==> config.mk <==
export PLATFORM = sky130hd
export DESIGN_NAME = bus_trace_buffer
export DESIGN_NICKNAME = d
export VERILOG_FILES = /design/src/rtl/bus_trace_pkg.sv /design/src/rtl/trace_mem.sv /design/src/rtl/bus_trace_buffer.sv
export SDC_FILE = /design/constraint.sdc
export NUM_CORES = 1
export LEC_CHECK = 0
export ABC_AREA = 0
export CORE_ASPECT_RATIO = 2
export CORE_MARGIN = 4
export CORE_UTILIZATION = 55
export DETAILED_ROUTE_END_ITERATION = 8
export PLACE_DENSITY_LB_ADDON = 0.15
export SLEW_MARGIN = 20
export SYNTH_ARGS = -nofsm -noshare
export SYNTH_HDL_FRONTEND = slang
export SYNTH_HIERARCHICAL = 1
export SYNTH_SLANG_ARGS = --single-unit
==> constraint.sdc <==
create_clock -name clk -period 5.6 [get_ports clk]
set_input_delay 1.12 -clock clk [delete_from_list [all_inputs] [get_ports clk]]
set_output_delay 1.12 -clock clk [all_outputs]
set_load 0.1 [all_outputs]
placed.png
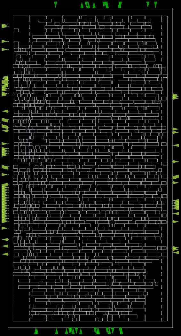
fill count: 2258
fin util: 65.0%
core area: 33000 µm²
sequential share of cell area: 61.7%

m1.png
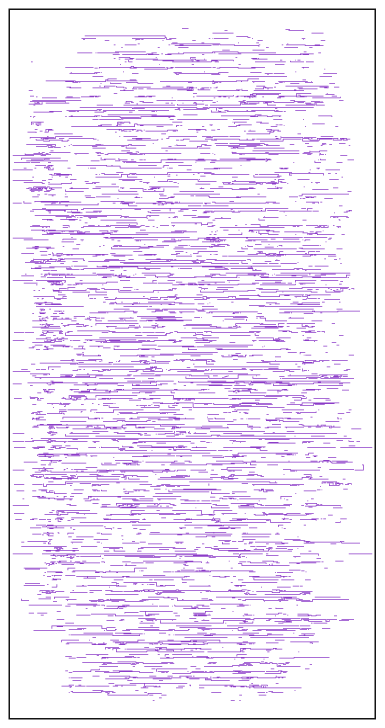
The layer carries 15500 µm of wire. 1083 nets have wire on it.
GR Util met1: 30.1%
via count: 9542

ff_map.png
Other sequential cells in the stronger gray, the rest of the logic in the fainter gray.
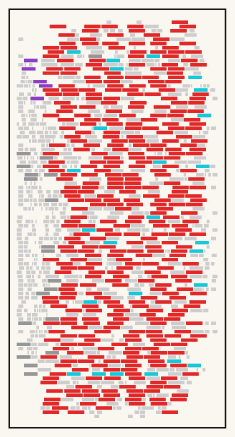
Purple marks count, sequential cells 5, where north-west. Cyan marks u_mem/rdata_o, sequential cells 25. Red marks u_mem/mem_q, sequential cells 400.
Seq group: 4.06 mW
Sequential Area: 13300 µm²

util_map.png
14 x 27 tiles, from white (low) to dark blue (high), 0 to 100% covered.
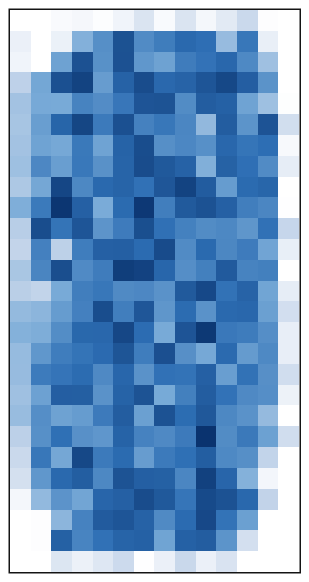
8.5% of the tiles are nearly empty. The fullest tile reaches 99%. The densest ninth of the die: center. The mean over all tiles is 57%. 32% of the tiles are over 75% full.
fp_density: 56.1%

==> out/metrics.yaml <==
drv_cap: 0
fp.dieArea_um2: 36900
diodes: 0
cts_setup_buffers: 0
power.internal_mw: 6.17
post-route-period-util_pct: 74.8
path_class: "in -> reg"
ys_area_um2: 18500
synthCells: 936
pin_count: 108
power_density_nw_per_um2: 423
min_period_ns: 4.19
cp-end-kind: "flop"
slew_headroom_pct: 23.5
holdWs_ns: 0.504
top_layer: "met4"
wirelength_um: 42400
p_leak_nw: 7.27
critical-path-top-delay-family: "AND-OR/OR-AND gates"
worst-path-max-fanout: 17
clk_pin_slew_ns: 0.07
grt_use_total_pct: 23.9
critPathMaxStageDelay_ns: 0.47
die_width_um: 138
drive_gt1_share_pct: 22.5
ys.flop_type: "edfxtp_1"
logic_family: "multiplexers"
gr-total-overflow: 0
htreeDepth: 2
ff2ff_setup_slack_ns: 1.96
cts.sinks: 450
drc_errors: 0
fin_nets: 1164
cp.required_ns: 6.04
fp_nets: 1027
crit_chain: "clkdlybuf4s50_1 -> buf_4 -> xor2_1 -> a22oi_1 -> nand4_1 -> o2bb2ai_1 -> nand4_1 -> nand2_1 -> ha_1 -> a21o_1 -> a21oi_1 -> xnor2_1 -> or2_1 -> and3_4 -> o31ai_2"
hpwl_um: 24700
hold_class: "reg -> reg"
report.final.slew_viol_count: 0
antenna_found_initial: 0
switching_share_pct: 32.2
largest_reg_flops: 400
path_buffers: 2
max_freq_mhz: 239
mux_share_pct: 14.2
postCtsResizedCells: 0
routed-wl-met3_um: 2200
final_area_um2: 21500
worstHoldPathCells: 2
critPathMostFrequentCell: "nand4_1"
synth_adder_area_share_pct: 1.43
finClkSkew_ns: 0.0159
cts-root-buf: "clkbuf_16"
outcome: "finished, final reports clean"
grtUsageMet3_pct: 2.56
clk_latency_ns: 0.53
placed_area_um2: 20200
rsz0062_at_grt: "no"
grt-busiest-layer: "met2"
critPathLaunchType: "primary input"
routedLengthMet1_um: 15500
comb_power_share_pct: 25.1
reg2reg_depth: 11
wl_per_cell_um: 27.6
yosys_cells: 936
ir_drop_mv: 0.370
cts_hold_buf: 0
xor_area_share_pct: 1.28
clkPwrFrac_pct: 30.3
async_flop_share_pct: 11.1
syn_area_um2: 18500
logic_area_um2: 4890
die_h_um: 268
cts_tree: "built"
## cells in the mapped netlist (11+ instances only)
master,instances,area [µm²]
nor2_1,51,191
buf_6,11,124
mux4_1,19,499
mux2i_1,27,270
a221oi_2,25,375
xor2_1,20,175
ha_1,18,225
nor2b_1,25,156
mux4_2,81,1820
nand2_1,11,41.3
inv_1,22,82.6
o22ai_1,26,163
edfxtp_1,400,12000
dfrtp_1,50,1250
buf_2,12,60.1
## power by group through the flow
stage	sequential, mW	clock, mW	combinational (mW)
after floorplan	4.15	0	1.60
after global placement	4.12	0	2.27
after detailed placement	4.13	0	2.29
after CTS	4.06	2.81	2.30
after global routing	4.08	2.94	2.40
final	4.06	2.76	2.28
## per-stage QoR
stage,worst slack (ns),total power [mW],cells
after floorplan,1.06,5.75,936
final,1.41,9.10,1535
after global placement,0.914,6.39,1465
after CTS,1.42,9.17,1535
after detailed placement,0.838,6.42,1465
after global routing,1.14,9.42,1535
## layout make-up
class,count,share of cell area [%]
well taps,432,2.51
inverters,22,0.384
clock buffers,52,5.20
multi-input cells,415,22.8
clock inverters,18,0.955
flip-flops and latches,450,61.7
repair buffers,146,6.50
## layout by cell type, fill, tap and decap left out, types with 4 or more instances in the layout
cell,instances
edfxtp_1,400
clkdlybuf4s50_1,106
mux4_2,81
dfrtp_1,50
clkbuf_16,41
nor2_1,39
buf_4,36
mux2i_1,27
o22ai_1,26
nor2b_1,25
a221oi_2,25
inv_1,21
xor2_1,20
mux4_1,19
ha_1,18
nor2_4,12
nand2_1,11
a21oi_1,10
a22oi_1,8
clkinv_2,7
nand2b_1,6
nand4_1,6
xnor2_1,6
clkbuf_1,6
or2_2,5
o31ai_1,5
a21o_1,5
a31oi_1,5
clkbuf_8,5
clkinvlp_4,5
nand3_1,4
o21ai_0,4
bufinv_16,4
nor3_2,4
Power and IR drop assume default switching activity.
